Figure 1. Placement density heat map (run 1).
12 x 12 tiles, from white (low) to dark blue (high), 0 to 100% covered.
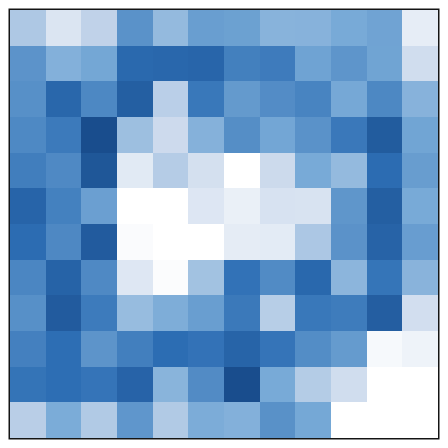
Figure 2. Where the registers sit (run 1).
Other sequential cells in the stronger gray, the rest of the logic in the fainter gray.
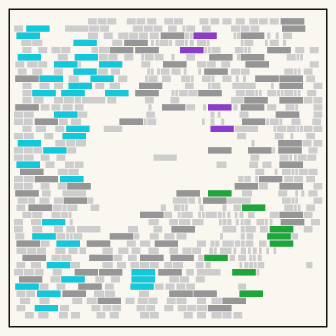
Figure 3. The metal 2 layer (run 1).
Cells faint in the background.
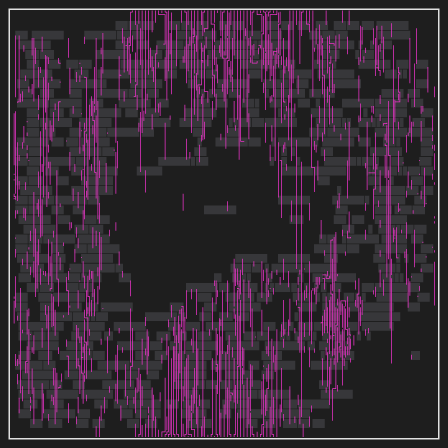
### config.mk
export PLATFORM = sky130hd
export DESIGN_NAME = apb_master_bridge
export DESIGN_NICKNAME = d
export VERILOG_FILES = /design/src/rtl/apb_master_bridge.sv
export SDC_FILE = /design/constraint.sdc
export NUM_CORES = 1
export LEC_CHECK = 0
export ABC_CLOCK_PERIOD_IN_PS = 3600
export CAP_MARGIN = 20
export CELL_PAD_IN_SITES_DETAIL_PLACEMENT = 0
export CELL_PAD_IN_SITES_GLOBAL_PLACEMENT = 1
export CORE_UTILIZATION = 34
export DETAILED_ROUTE_END_ITERATION = 8
export PLACE_DENSITY = 0.86
export SYNTH_ARGS = -nofsm -noshare
export SYNTH_HDL_FRONTEND = slang
export SYNTH_SLANG_ARGS = --single-unit
### constraint.sdc
create_clock -name clk_i -period 3.6 [get_ports clk_i]
set_input_delay 0.54 -clock clk_i [delete_from_list [all_inputs] [get_ports clk_i]]
set_output_delay 0.54 -clock clk_i [all_outputs]
set_load 0.02 [all_outputs]
### src/rtl/apb_master_bridge.sv
// rtl/apb_master_bridge.sv - single-outstanding core request to APB4 master bridge
module apb_master_bridge #(
    parameter int             AW        = 32,
    parameter int             DW        = 32,
    parameter int             SLAVES    = 4,
    parameter logic [AW-1:0]  BASE_ADDR = 32'h1000_0000,
    parameter int             SEL_LSB   = 12,
    parameter int             TIMEOUT   = 255
) (
    input  logic              clk_i,
    input  logic              resetn_i,
    input  logic              req_valid_i,
    output logic              req_ready_o,
    input  logic [AW-1:0]     req_addr_i,
    input  logic              req_write_i,
    input  logic [DW-1:0]     req_wdata_i,
    input  logic [DW/8-1:0]   req_strb_i,
    output logic              rsp_valid_o,
    input  logic              rsp_ready_i,
    output logic [DW-1:0]     rsp_rdata_o,
    output logic              rsp_err_o,
    output logic [AW-1:0]     m_apb_paddr_o,
    output logic              m_apb_pwrite_o,
    output logic [SLAVES-1:0] m_apb_psel_o,
    output logic              m_apb_penable_o,
    output logic [DW-1:0]     m_apb_pwdata_o,
    output logic [DW/8-1:0]   m_apb_pstrb_o,
    input  logic              m_apb_pready_i,
    input  logic [DW-1:0]     m_apb_prdata_i
);

    localparam int IW = $clog2(SLAVES);
    localparam int SW = DW / 8;

    localparam logic [1:0] IDLE   = 2'd0;
    localparam logic [1:0] SETUP  = 2'd1;
    localparam logic [1:0] ACCESS = 2'd2;
    localparam logic [1:0] RESP   = 2'd3;

    // One extra bit so the window limit cannot wrap at the top of the address space.
    localparam logic [AW:0] LIMIT    = {1'b0, BASE_ADDR} + ((AW+1)'(SLAVES) << SEL_LSB);
    localparam logic [7:0]  CNT_LAST = 8'(TIMEOUT - 1);

    logic [1:0]        r_state;
    logic [AW-1:0]     r_addr;
    logic              r_write;
    logic [DW-1:0]     r_wdata;
    logic [SW-1:0]     r_strb;
    logic [IW-1:0]     r_idx;
    logic [7:0]        r_cnt;
    logic [DW-1:0]     r_rdata;
    logic              r_err;

    logic              w_in_range;
    logic [IW-1:0]     w_idx;
    logic [SLAVES-1:0] w_sel_onehot;
    logic              w_bus_active;

    assign w_in_range   = ({1'b0, req_addr_i} >= {1'b0, BASE_ADDR}) && ({1'b0, req_addr_i} < LIMIT);
    assign w_idx        = req_addr_i[SEL_LSB +: IW];
    assign w_sel_onehot = {{(SLAVES-1){1'b0}}, 1'b1} << r_idx;
    assign w_bus_active = (r_state == SETUP) || (r_state == ACCESS);

    always_ff @(posedge clk_i or negedge resetn_i) begin
        if (!resetn_i) begin
            r_state <= IDLE;
            r_addr  <= '0;
            r_write <= 1'b0;
            r_wdata <= '0;
            r_strb  <= '0;
            r_idx   <= '0;
            r_cnt   <= '0;
            r_rdata <= '0;
            r_err   <= 1'b0;
        end else begin
            case (r_state)
                IDLE: begin
                    if (req_valid_i) begin
                        r_addr  <= req_addr_i;
                        r_write <= req_write_i;
                        r_wdata <= req_wdata_i;
                        r_strb  <= req_write_i ? req_strb_i : '0;
                        r_idx   <= w_idx;
                        r_cnt   <= '0;
                        if (w_in_range) begin
                            r_state <= SETUP;
                        end else begin
                            r_rdata <= '0;
                            r_err   <= 1'b1;
                            r_state <= RESP;
                        end
                    end
                end
                SETUP: begin
                    r_cnt   <= '0;
                    r_state <= ACCESS;
                end
                ACCESS: begin
                    // pready wins over a timeout landing on the same cycle.
                    if (m_apb_pready_i) begin
                        r_rdata <= r_write ? '0 : m_apb_prdata_i;
                        r_err   <= 1'b0;
                        r_state <= RESP;
                    end else if (r_cnt == CNT_LAST) begin
                        r_rdata <= '0;
                        r_err   <= 1'b1;
                        r_state <= RESP;
                    end else begin
                        r_cnt <= r_cnt + 8'd1;
                    end
                end
                RESP: begin
                    if (rsp_ready_i) begin
                        r_rdata <= '0;
                        r_err   <= 1'b0;
                        r_state <= IDLE;
                    end
                end
                default: r_state <= IDLE;
            endcase
        end
    end

    assign req_ready_o     = (r_state == IDLE);
    assign rsp_valid_o     = (r_state == RESP);
    assign rsp_rdata_o     = r_rdata;
    assign rsp_err_o       = r_err;
    assign m_apb_paddr_o   = r_addr;
    assign m_apb_pwrite_o  = r_write;
    assign m_apb_pwdata_o  = r_wdata;
    assign m_apb_pstrb_o   = r_strb;
    assign m_apb_psel_o    = w_bus_active ? w_sel_onehot : '0;
    assign m_apb_penable_o = (r_state == ACCESS);

endmodule

==> ci_impl_report.md, run 1 <==
### Flow metrics

| Metric | Value |
|---|---|
| R2r setup slk | `1.21 ns` |
| Area post-placement | `0.00708 mm²` |
| Yosys Warn Count | `0` |
| Layout net count | `709` |
| Drt first-iter violations | `73` |
| Post-synth ARST share | `1.00` |
| Routability cong. | `0.794` |
| Final count of hold timing violations | `0` |
| Synthesized registers | `112` |
| Post-CTS setup buffers | `0` |
| Cell family with most CP delay | `buffers and inverters` |
| TritonCTS buffer count | `9` |
| Reg2Reg Depth | `7` |
| Die Wd | `120 µm` |
| Drt wl/cell | `15.1 µm` |
| Sw Pwr | `2.32 mW` |
| Cts hold-fix bufs | `0` |
| Post-synth EDFFs | `0` |
| Die height | `120 µm` |
| Top Layout Cells | `clkdlybuf4s50_1, dfrtp_1, mux2_2` |
| Initial DRT Pass Iterations | `4` |
| Multi-input logic portion of the cell area | `0.233` |
| Clock network power share | `0.151` |
| Status | `completed` |
| Post-DP HPWL | `8920 µm` |
| Antenna fix cells | `0` |
| Post-synth top area share | `0.593` |
| Tool Warnings | `30` |
| Placed insts | `762` |
| I/O Buffers | `214` |
| Layout Area Growth over Synthesis | `55.4%` |
| Maxcap violations | `0` |
| PostCTS Resize Cnt | `0` |
| CP required | `3.06 ns` |
Notes on Figure 1 above:
The mean over all tiles is 50%. The emptiest ninth of the die: center. 6.9% of the tiles are nearly empty.
Final Util: 0.548
core area: 0.0134 mm²
core utilization at floorplan: 0.353

Notes on Figure 2 above:
Key: cyan = `m_apb_pwdata_o` [sequential cells 32]; green = `r_cnt` [sequential cells 8, where lower right]; purple = `m_apb_pstrb_o` [sequential cells 4]
Another 68 sequential cells are not colored.
sequential cell area share: 0.381
seq pwr: 2.06 mW
register area: 0.00280 mm²

Notes on Figure 3 above:
The layer holds 49% of the routed length. The longest straight run is 71.4 µm. The layer carries 5790 µm of wire.
overall routed net length: 11800 µm
GRT met2 Usage: 0.281
via count: 3570

-- run 1: power by group through the flow --
| stage | combinational (mW) | clock [mW] | sequential (mW) |
|---|---|---|---|
| floorplan | 1.19 | 0 | 2.66 |
| global placement | 3.21 | 0 | 2.06 |
| detailed placement | 3.24 | 0 | 2.09 |
| CTS | 3.26 | 0.976 | 2.07 |
| global route | 3.42 | 1.02 | 2.13 |
| finish | 3.22 | 0.940 | 2.06 |
-- run 1: metal layers --
layer  GRT usage  share of wire  vias to the layer above
met5           0              0                        -
met4      0.0703          0.016                        0
met3      0.0665          0.093                       12
met2       0.281           0.49                      140
met1       0.194           0.40                     1713
li1            -              -                     1705
==> run 1 -> run 2 <==
- ABC_CLOCK_PERIOD_IN_PS: 3600 -> 2300
- CORE_UTILIZATION: 34 -> 29
- PLACE_DENSITY: 0.86 -> 0.78
- clock period: 3.6 -> 2.3 ns (I/O delays scaled with it)
==> run 2 against run 1 <==
Net effect:
- combinational power rose by 57%
- count of clock-buffer cells in the layout did not move
- cell area rose by 2.0%
- first-iteration DRC count up 42%
- synthesized cell count unchanged
- final cell count grew 5.5%
- highest routed layer unchanged
==> ci_impl_report.md, run 2 <==
### Flow metrics

| Metric | Value |
|---|---|
| Post-route cell area | `0.00749 mm²` |
| Comb. pwr | `5.07 mW` |
| Drt first-iter violations | `104` |
| Placed insts | `804` |
| Clock network power share | `0.169` |
| R2r setup slk | `0.21 ns` |
| Met3 wire len | `1030 µm` |
| Met1 Track Usage GR | `0.175` |
| CP required | `1.96 ns` |
| Post-synth top area share | `0.593` |
| I/O Buffers | `214` |
| Share of layout cells above drive strength 1 | `0.157` |
| Met2 WL | `5960 µm` |
| Top cell type by total area after synthesis | `dfrtp_1` |
| Top pwr grp | `combinational logic` |
| Die Wd | `130 µm` |
| Initial DRT Pass Iterations | `4` |
| Post-DP HPWL | `9200 µm` |
| Antenna fix cells | `0` |
| Core area | `0.0159 mm²` |
| Post-synth EDFFs | `0` |
| Mapped cell area | `0.00473 mm²` |
| Sw Pwr | `3.64 mW` |
| Yosys Warn Count | `0` |
| Post-Route M1 WL | `4960 µm` |
| Layout Area Growth over Synthesis | `58.5%` |
| Layout net count | `712` |
| Drt wl/cell | `14.9 µm` |
| Floorplan Nets | `492` |
| Routability cong. | `0.788` |
| Post-synth ARST share | `1.00` |
| Main synth FF type | `dfrtp_1` |
| Synthesized registers | `112` |
| Register area | `0.00280 mm²` |
| CTS tree | `built` |
| Grt peak-use layer | `met2` |
| Top layer in use | `met4` |
| Seq pwr | `3.23 mW` |
| Top Layout Cells | `clkdlybuf4s50_1, dfrtp_1, mux2_2` |
| Tool Warnings | `30` |
| Clk power | `1.69 mW` |
| CP Class | `flip-flop to output port` |
| Met3 GRT Util | `0.0521` |
| Die height | `130 µm` |
| Maxcap violations | `0` |
| Reg2Reg Depth | `7` |
| Status | `completed` |
| Post-route insts no fill | `821` |
| Final count of hold timing violations | `0` |
-- run 2: cell counts after synthesis --
Identical to the previous run, type by type.
-- run 2: critical path, stage by stage (launching register included) --
cell and delay, ns:
dfrtp_1 0.42, inv_1 0.10, ha_1 0.30, clkdlybuf4s50_1 0.66
-- run 2: layout make-up --
| type | count | share of cell area |
|---|---|---|
| clock buffer | 11 | 0.0324 |
| clock inverter | 5 | 0.0107 |
| inverter | 38 | 0.0190 |
| multi-input combinational | 216 | 0.229 |
| sequential | 112 | 0.374 |
| tap | 216 | 0.0361 |
| timing repair buffer | 223 | 0.299 |
-- run 2: repair_timing --
action                                  4_1_cts  5_1_grt
endpoints found under the setup margin        4        0
buffers inserted                              0        0
resized                                       4        0
hold buffers                                  1        0
endpoints found under the hold margin        27        0
Figure 4. Placement density heat map (run 2).
13 x 13 tiles, from white (low) to dark blue (high), 0 to 100% covered.
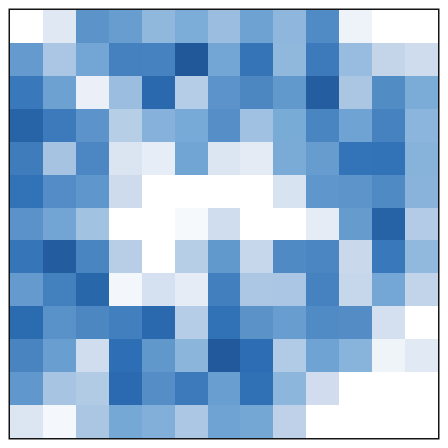
The fullest tile reaches 84%. 7.7% of the tiles are over 75% full. The mean over all tiles is 43%. 12% of the tiles are nearly empty.
core utilization at floorplan: 0.298
Final Util: 0.472

Figure 5. The metal 2 layer (run 2).
Cells faint in the background.
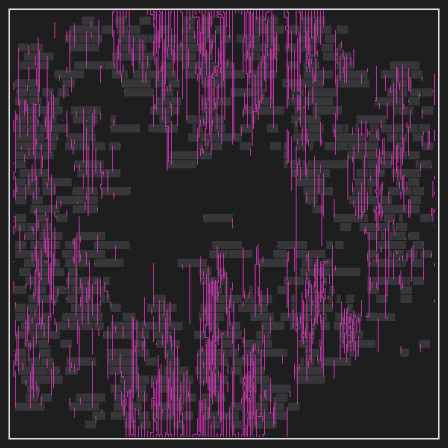
The longest straight run is 46.1 µm. The layer holds 49% of the routed length. The wires run mostly vertical. 624 nets have wire on it. The layer carries 5960 µm of wire.
overall routed net length: 12200 µm
GRT met2 Usage: 0.255
via count: 3572

==> run 2 -> run 3 <==
- ABC_CLOCK_PERIOD_IN_PS: 2300 -> 1900
- clock period: 2.3 -> 1.9 ns (I/O delays scaled with it)
Figure 6. Where the registers sit (run 3).
Other sequential cells in the stronger gray, the rest of the logic in the fainter gray.
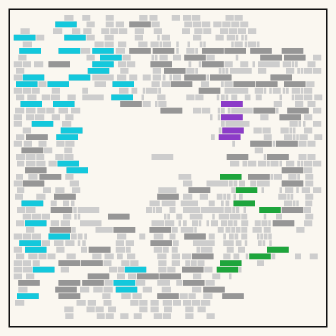
Key: green = `r_cnt` [sequential cells 8]; purple = `m_apb_pstrb_o` [sequential cells 4]; cyan = `m_apb_pwdata_o` [sequential cells 32]
Another 68 sequential cells are not colored.
sequential cell area share: 0.359
Final Util: 0.491
seq pwr: 3.90 mW

==> run 3 against run 2 <==
Net effect:
- sequential power up 21%
- clock skew is essentially flat
- largest power group unchanged
- count of clock-buffer cells in the layout is 1 lower
- critical endpoint is now rsp_rdata_o[3]$_DFFE_PN0P_
- total power up 26%
- register-to-register slack worse by 0.14 ns
- global-route usage up 0.54 points
- sequential cell count is the same
- hold slack lost 0.13 ns
==> ci_impl_report.md, run 3 <==
### Flow metrics

| Metric | Value |
|---|---|
| Tool Warnings | `31` |
| R2r setup slk | `0.07 ns` |
| Antenna fix cells | `0` |
| Post-synth EDFFs | `0` |
| Core area | `0.0159 mm²` |
| Post-synth ARST share | `1.00` |
| Met1 Track Usage GR | `0.189` |
| Drt wl/cell | `15.2 µm` |
| Area post-placement | `0.00735 mm²` |
| Cell family with most CP delay | `simple AND/OR/NAND/NOR gates` |
| Core utilization at floorplan | `0.298` |
| Worst path depth | `8` |
| Clk power | `1.76 mW` |
| Crit-path max cell delay | `0.56 ns` |
| Die Wd | `130 µm` |
| Placed insts | `829` |
| Post-route insts no fill | `852` |
| Met3 GRT Util | `0.0476` |
| Critical path buffer and inverter count | `3` |
| Mapped cell area | `0.00473 mm²` |
| Final count of hold timing violations | `0` |
| I/O Buffers | `214` |
| Reg2Reg Depth | `7` |
| Signal buffers | `255` |
| CP Class | `input port to flip-flop` |
| Worst path cell trace | `dlygate4sd2_1 -> or4_4 -> nor4_4 -> and4_4 -> nor3_4 -> buf_6 -> buf_12 -> mux2i_2` |
| Die height | `130 µm` |
| Top Layout Cells | `clkdlybuf4s50_1, dfrtp_1, mux2_2` |
| Drt first-iter violations | `109` |
| Main synth FF type | `dfrtp_1` |
| Initial DRT Pass Iterations | `4` |
| Signal buf overhead | `0.324` |
| Sw Pwr | `4.66 mW` |
| CP required | `2.12 ns` |
| Clock network power share | `0.140` |
| Clk cell area share | `0.0350` |
| Post-DP HPWL | `9610 µm` |
| Status | `completed` |
| Layout net count | `744` |
| Register area | `0.00280 mm²` |
| Top cell type by total area after synthesis | `dfrtp_1` |
| Multi-input logic portion of the cell area | `0.229` |
| Synthesized registers | `112` |
| Routability cong. | `0.845` |
Figure 7. The metal 2 layer (run 3).
Cells faint in the background.
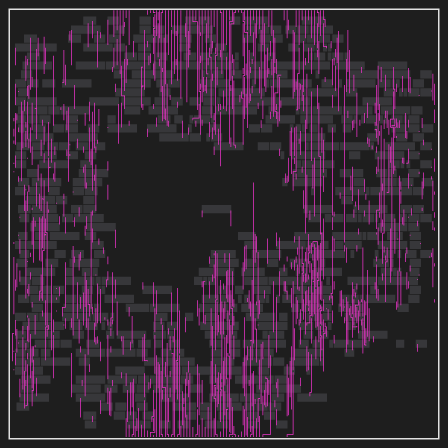
The longest straight run is 48.6 µm. The wires run mostly vertical. The layer holds 50% of the routed length. 660 nets have wire on it.
overall routed net length: 13000 µm
via count: 3738
GRT met2 Usage: 0.265

==> run 3: cell count changes in the layout (fill, tap and decap cells not counted), moves of 2 or more <==
cell / delta
a211oi_1: -2
a211oi_2: +2
buf_16: +2
buf_2: +3
buf_4: +28
buf_6: +2
bufinv_16: -2
clkdlybuf4s50_1: -7
dlygate4sd2_1: +3
ha_1: -4
ha_2: +4
==> run 3: routing by layer <==
metal / vias up / wire [µm]
met3: 13 / 987
met2: 140 / 6470
met1: 1814 / 5320
met4: 0 / 190
met5: - / 0
li1: 1771 / -
==> run 3: timing repair <==
item / CTS / global route
hold buffers: 1 / 0
setup buffers: 3 / 1
endpoints found under the setup margin: 40 / 36
hold endpoints to repair: 31 / 0
resized: 30 / 17
cloned: 2 / 1
pin swaps: 4 / 4
No activity file was given, so power comes from the tool's default toggle rates.
